File: src/rtl/nd_2to1_pkg.sv
// Shared message-field widths, FIFO depth, on/off constants and output FSM
// encoding for the nd_2to1 merge node.
package nd_2to1_pkg;

  localparam int NS_MESSAGE_FIFO_SIZE = 4;
  localparam int NS_ADDRESS_SIZE      = 4;
  localparam int NS_DATA_SIZE         = 8;
  localparam int NS_REDUN_SIZE        = 4;

  localparam logic NS_ON  = 1'b1;
  localparam logic NS_OFF = 1'b0;

  localparam logic [1:0] ST_IDLE     = 2'd0;
  localparam logic [1:0] ST_SEND     = 2'd1;
  localparam logic [1:0] ST_WAIT_LOW = 2'd2;

  // Width of one packed {src, dst, dat, red} message.
  function automatic int msg_width(input int asz, input int dsz, input int rsz);
    return 2 * asz + dsz + rsz;
  endfunction

endpackage

File: src/rtl/nd_2to1_fifo.sv
// Synchronous message FIFO holding packed {src, dst, dat, red} words, with
// push/pop/full/empty/count and an asynchronous active-low reset.
module msg_fifo #(
  parameter int DEPTH = 4,
  parameter int WIDTH = 8
) (
  input  logic                   i_clk,
  input  logic                   i_rst_n,
  input  logic                   i_push,
  input  logic [WIDTH-1:0]       i_din,
  input  logic                   i_pop,
  output logic [WIDTH-1:0]       o_dout,
  output logic                   o_full,
  output logic                   o_empty,
  output logic [$clog2(DEPTH):0] o_count
);

  localparam int AW = $clog2(DEPTH);

  logic [WIDTH-1:0] r_mem [DEPTH];
  logic [AW-1:0]    r_wr_ptr;
  logic [AW-1:0]    r_rd_ptr;
  logic [AW:0]      r_count;
  logic             w_push_ok;
  logic             w_pop_ok;

  assign o_full  = (r_count == (AW+1)'(DEPTH));
  assign o_empty = (r_count == '0);
  assign o_count = r_count;
  assign o_dout  = r_mem[r_rd_ptr];

  // A full FIFO refuses the push even if it is popped in the same cycle.
  assign w_push_ok = i_push & ~o_full;
  assign w_pop_ok  = i_pop & ~o_empty;

  // NOTE: storage is deliberately not reset; pointers and count alone decide
  // which entries are valid, so clearing the array would only cost logic.
  // NOTE: every clocked assignment uses <= so all registers update together.
  always_ff @(posedge i_clk) begin
    if (w_push_ok) r_mem[r_wr_ptr] <= i_din;
  end

  always_ff @(posedge i_clk or negedge i_rst_n) begin
    if (!i_rst_n) begin
      r_wr_ptr <= '0;
      r_rd_ptr <= '0;
      r_count  <= '0;
    end else begin
      if (w_push_ok) r_wr_ptr <= r_wr_ptr + AW'(1);
      if (w_pop_ok)  r_rd_ptr <= r_rd_ptr + AW'(1);
      r_count <= r_count + (AW+1)'(w_push_ok) - (AW+1)'(w_pop_ok);
    end
  end

endmodule

File: src/rtl/nd_2to1.sv
// Two-input merge node: 4-phase input channels into per-input FIFOs, drained
// round-robin onto one 4-phase output channel with payload unchanged.
module nd_2to1
  import nd_2to1_pkg::*;
#(
  parameter int FSZ = NS_MESSAGE_FIFO_SIZE,
  parameter int ASZ = NS_ADDRESS_SIZE,
  parameter int DSZ = NS_DATA_SIZE,
  parameter int RSZ = NS_REDUN_SIZE
) (
  input  logic           i_clk,
  input  logic           reset,
  output logic           ready,
  input  logic [ASZ-1:0] rcv0_src,
  input  logic [ASZ-1:0] rcv0_dst,
  input  logic [DSZ-1:0] rcv0_dat,
  input  logic [RSZ-1:0] rcv0_red,
  input  logic           rcv0_req,
  output logic           rcv0_ack,
  input  logic [ASZ-1:0] rcv1_src,
  input  logic [ASZ-1:0] rcv1_dst,
  input  logic [DSZ-1:0] rcv1_dat,
  input  logic [RSZ-1:0] rcv1_red,
  input  logic           rcv1_req,
  output logic           rcv1_ack,
  output logic [ASZ-1:0] snd0_src,
  output logic [ASZ-1:0] snd0_dst,
  output logic [DSZ-1:0] snd0_dat,
  output logic [RSZ-1:0] snd0_red,
  output logic           snd0_req,
  input  logic           snd0_ack
);

  localparam int MW = msg_width(ASZ, DSZ, RSZ);
  localparam int AW = $clog2(FSZ);

  logic          r_ready;
  logic [1:0]    r_rcv_ack;
  logic [1:0]    r_state;
  logic          r_snd_req;
  logic          r_last;
  logic [MW-1:0] r_snd_msg;

  logic [1:0]    w_rcv_req;
  logic [1:0]    w_push;
  logic [1:0]    w_pop;
  logic [1:0]    w_full;
  logic [1:0]    w_empty;
  logic [MW-1:0] w_rcv_msg [2];
  logic [MW-1:0] w_head [2];
  logic [AW:0]   w_count [2];
  logic          w_pick;
  logic          w_start;

  assign w_rcv_req    = {rcv1_req, rcv0_req};
  assign w_rcv_msg[0] = {rcv0_src, rcv0_dst, rcv0_dat, rcv0_red};
  assign w_rcv_msg[1] = {rcv1_src, rcv1_dst, rcv1_dat, rcv1_red};

  always_ff @(posedge i_clk or negedge reset) begin
    if (!reset) r_ready <= NS_OFF;
    else        r_ready <= NS_ON;
  end

  // Accept only while ack is low, so each req pulse yields exactly one push.
  assign w_push = {2{r_ready}} & w_rcv_req & ~r_rcv_ack & ~w_full;

  always_ff @(posedge i_clk or negedge reset) begin
    if (!reset) begin
      r_rcv_ack <= '0;
    end else begin
      for (int k = 0; k < 2; k++) begin
        if (w_push[k])          r_rcv_ack[k] <= NS_ON;
        else if (!w_rcv_req[k]) r_rcv_ack[k] <= NS_OFF;
      end
    end
  end

  for (genvar k = 0; k < 2; k++) begin : g_fifo
    msg_fifo #(
      .DEPTH (FSZ),
      .WIDTH (MW)
    ) u_fifo (
      .i_clk   (i_clk),
      .i_rst_n (reset),
      .i_push  (w_push[k]),
      .i_din   (w_rcv_msg[k]),
      .i_pop   (w_pop[k]),
      .o_dout  (w_head[k]),
      .o_full  (w_full[k]),
      .o_empty (w_empty[k]),
      .o_count (w_count[k])
    );

    a_count_bound : assert property (@(posedge i_clk) disable iff (!reset)
      w_count[k] <= (AW+1)'(FSZ));
  end

  // Round-robin: a lone non-empty FIFO wins; on a tie, the one not served last.
  always_comb begin
    // NOTE: default before any branch so no path leaves w_pick unassigned.
    w_pick = 1'b0;
    if (!w_empty[0] && !w_empty[1]) w_pick = ~r_last;
    else if (w_empty[0])            w_pick = 1'b1;
  end

  assign w_start = r_ready && (r_state == ST_IDLE) && !(&w_empty);
  assign w_pop   = {w_start & w_pick, w_start & ~w_pick};

  always_ff @(posedge i_clk or negedge reset) begin
    if (!reset) begin
      r_state   <= ST_IDLE;
      r_snd_req <= NS_OFF;
      r_last    <= 1'b1;
      r_snd_msg <= '0;
    end else begin
      case (r_state)
        ST_IDLE: begin
          if (w_start) begin
            r_snd_msg <= w_head[w_pick];
            r_snd_req <= NS_ON;
            r_last    <= w_pick;
            r_state   <= ST_SEND;
          end
        end
        ST_SEND: begin
          if (snd0_ack) begin
            r_snd_req <= NS_OFF;
            r_state   <= ST_WAIT_LOW;
          end
        end
        ST_WAIT_LOW: begin
          if (!snd0_ack) r_state <= ST_IDLE;
        end
        default: r_state <= ST_IDLE;
      endcase
    end
  end

  assign ready    = r_ready;
  assign rcv0_ack = r_rcv_ack[0];
  assign rcv1_ack = r_rcv_ack[1];
  assign snd0_req = r_snd_req;
  assign {snd0_src, snd0_dst, snd0_dat, snd0_red} = r_snd_msg;

endmodule

File: config.mk
export PLATFORM = sky130hd
export DESIGN_NAME = nd_2to1
export DESIGN_NICKNAME = d
export VERILOG_FILES = /design/src/rtl/nd_2to1_pkg.sv /design/src/rtl/nd_2to1_fifo.sv /design/src/rtl/nd_2to1.sv
export SDC_FILE = /design/constraint.sdc
export NUM_CORES = 1
export LEC_CHECK = 0
export CAP_MARGIN = 30
export CORE_ASPECT_RATIO = 0.5
export CORE_UTILIZATION = 35
export DETAILED_ROUTE_END_ITERATION = 8
export PLACE_DENSITY = 0.56
export SLEW_MARGIN = 20
export SYNTH_ARGS = -nofsm -noshare
export SYNTH_HDL_FRONTEND = slang
export SYNTH_SLANG_ARGS = --single-unit
File: constraint.sdc
create_clock -name i_clk -period 5.03 [get_ports i_clk]
set_input_delay 0.7545 -clock i_clk [delete_from_list [all_inputs] [get_ports i_clk]]
set_output_delay 0.7545 -clock i_clk [all_outputs]
set_load 0.01 [all_outputs]
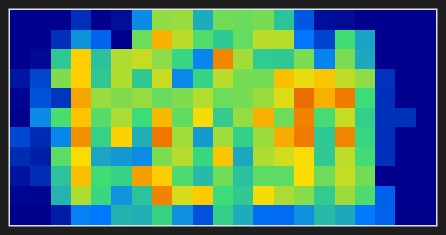
**Above:** placement density heat map.
Scale: 2 px per µm. 21 x 11 tiles, from dark blue (low) to red (high), 0 to 100% covered.
- densest ninth of the die: centre
- nearly empty tiles: 18%
- tiles over 75% full: 11%
- mean over tiles: 41%
- emptiest ninth of the die: upper right
- fullest tile: 88%

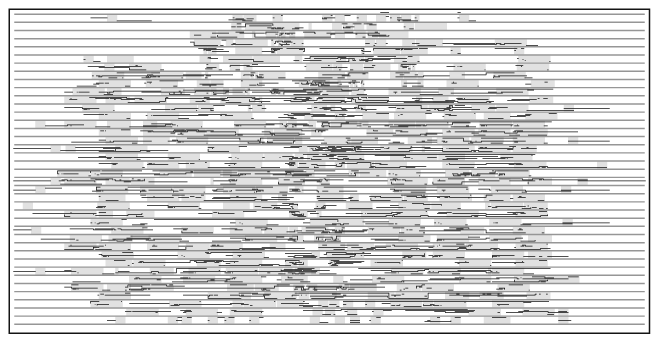
**Above:** signal wires on met1.
Scale: 3 px per µm. Supply wires on this layer in grey.
- wire length on this layer: 7240 µm
- nets with wire on the layer: 489
- share of all routed wire: 48%
- longest straight run: 68.5 µm

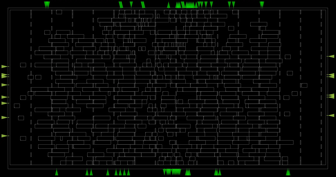
**Above:** placed standard cells.
Final Util: 44.5%
seq_cells: 201
core area: 21700 µm²
n_taps: 300

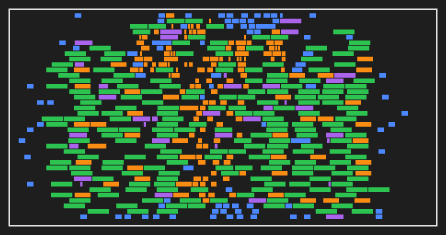
**Above:** placement by cell class.
Scale: 2 px per µm.
- purple: clock drivers and dummy loads (cells 34; share of their area 7.1%)
- green: sequential cells (cells 201; share of their area 63%)
- orange: remaining logic cells (cells 152; share of their area 20%)
- blue: remaining buffers and delay cells (cells 84; share of their area 9.9%)

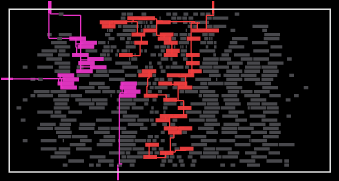
**Above:** nets reached from selected ports.
Scale: 1.5 px per µm.
- red: `reset` (bits 1; direction input; end cells 41; buffers 2; wire 339 µm)
- magenta: `rcv1_src` (bits 4; direction input; end cells 16; buffers 4; wire 239 µm)

==> metrics.cfg <==
[run_status]
status = completed

[worst_setup_path]
rrSetupSlack_ns = 2.27
regToRegStartpoint = ready
startpoint_type = flip-flop
critPathMaxStageDelay_ns = 0.67
cp.depth = 9
worstReg2RegEnd = g_fifo[0].u_fifo.o_count[2]
cp-endpoint = g_fifo[0].u_fifo.o_count[2]
path_max_fanout = 25
setup.worst_path.class = flip-flop to flip-flop
crit_start = ready
reg2regPathDepth = 9
worstPathRequired_ns = 5.44
crit_path_cell_trace = nor3b_2 -> buf_4 -> o211a_1 -> ha_1 -> inv_1 -> ha_1 -> fa_1 -> xnor2_1 -> xnor2_1

[power_and_ir_drop]
peakVddDrop_mv = 0.224
pg_comb_mw = 1.52
clkPwrFrac_pct = 28.6
power-top-group = sequential cells
pwr-share-seq_pct = 42.6
power.density_nw_per_um2 = 547
p_leak_nw = 3.36
p_clk_mw = 1.51
seq_power_mw = 2.25
combinationalPowerShare_pct = 28.8
power_mw = 5.29

[floorplanning]
dieHeight_um = 107
dieArea_um2 = 22900
dieWidth_um = 213

[route]
dr.pass1.iters = 4
drc = 0
post_drt_wl_per_cell_um = 19.4
vias = 3755
wl_mm = 14.9

[clocking]
post-cts-setup-buffers = 0
cts.htree.levels = 1
cts_tree = yes
ctsLongestPathBuffers = 3
clkTransAtPathRegs_ns = 0.07
cts_resized = 0
cts_hold_buf = 0
clk_latency_ns = 0.49
root_buffer = clkbuf_16
cts_buffers = 19
cts.sinks = 201

[yosys]
synthDistinctLibCells = 36
yosysTopAreaCellShare_pct = 61.7
ys_cells = 371
yosys-stat-area_um2 = 7790
async_flop_share_pct = 20.4
area_leaders = edfxtp_1 62%, dfrtp_1 13%, mux4_2 11%
synth_area_um2 = 7790
common_cells = 160 x edfxtp_1, 40 x dfrtp_1, 38 x mux4_2, 20 x a221o_1, 17 x and4_1
largest_area_cell = edfxtp_1
ys.flops = 201
ys.flop_type = edfxtp_1
ys_warn_count = 0

[final_timing]
finClkSkew_ns = 0.0152
relSlewSlack_pct = 51.4
holdWs_ns = 0.205
maxSlewViolCount = 0
finalCritPeriodShare_pct = 55.0
rsz0062_at_grt = no
report.final.hold_viol_count = 0
max_freq_mhz = 362

[global_routing]
grt_max_degree = 42
grt_pass1_wl_mm = 23.0
grt_pass1_vias = 3811
grtUsageTotal_pct = 13.6

[cells_and_area]
fillers = 1888
sh_seq_area_pct = 60.4
nets = 517
comb_area_share_pct = 18.8
ff_latch_area_um2 = 5830
syn2layout_area_growth_pct = 24.0
n_clock_buffer = 27
nNonClkBuffers = 84
buffer_area_share_pct = 9.56
clk_share_pct = 6.83
logic_gates = 139
final_layout_size_suffix_gt1_share_pct = 20.4

[placement]
port_buffers = 68
dp_hpwl_mm = 10.1
gp_congestion = 0.713

[job]
warnings = 32

[stage by stage]
step                instance area [µm²]  cells  worst slack [ns]  util (%)
finish                             9660    771              2.27      44.5
floorplan                          7790    371              2.58         -
CTS                                9560    766              2.26      44.0
detailed placement                 8900    732              1.91      41.0
global route                       9660    771              2.02      44.5
global placement                   8770    724              1.92      40.4
[sequential cells by signal (all words and copies together), names as in the netlist]
name,flops
snd0_req,1
r_snd_msg,20
g_fifo.u_fifo.o_count,6
g_fifo.u_fifo.r_mem,160
ready,1
g_fifo.u_fifo.r_rd_ptr,4
g_fifo.u_fifo.r_wr_ptr,4
r_state,2
r_last,1
r_rcv_ack,2
[cells in the final DEF (no fill, tap or decap), types with 2 or more instances in the layout]
cell             Yosys  final
xor2_1               2      2
bufinv_16            0      3
fa_1                 2      2
nand2b_1             2      2
ha_1                12     12
buf_8                0      9
clkdlybuf4s50_1      0     67
xnor2_1              8      8
buf_4                0      4
and4_4               3      3
clkbuf_16            0     19
buf_16               0      3
dfrtp_1             40     40
and2_1               8      8
o21ai_0              2      2
edfxtp_1           160    160
mux2_2               2      2
clkinv_2             0      3
clkbuf_8             0      4
and4_1              17     17
mux4_2              38     38
inv_1               13     13
or3_1                2      2
clkbuf_1             9      4
nand2_1              3      3
mux4_1               2      2
a21o_1               3      3
a221o_1             20     20
[cells by family after synthesis]
kind of cell    Yosys count  synth area share (%)
mux                      42                  12.0
simple gates             40                  3.89
xor+xnor                 10                  1.12
fa+ha+maj                14                  2.44
compound gates           32                  3.86
buf+inv                  31                  1.80
other cells               1                0.0482
flops                   201                  74.9
[per-layer routing]
metal | part of all wire, % | global-route usage [%]
met1 | 48 | 20.4
met2 | 46 | 20.4
met3 | 4.0 | 2.83
met4 | 1.6 | 2.88
met5 | 0 | 0
No activity file was given, so power comes from the tool's default toggle rates.
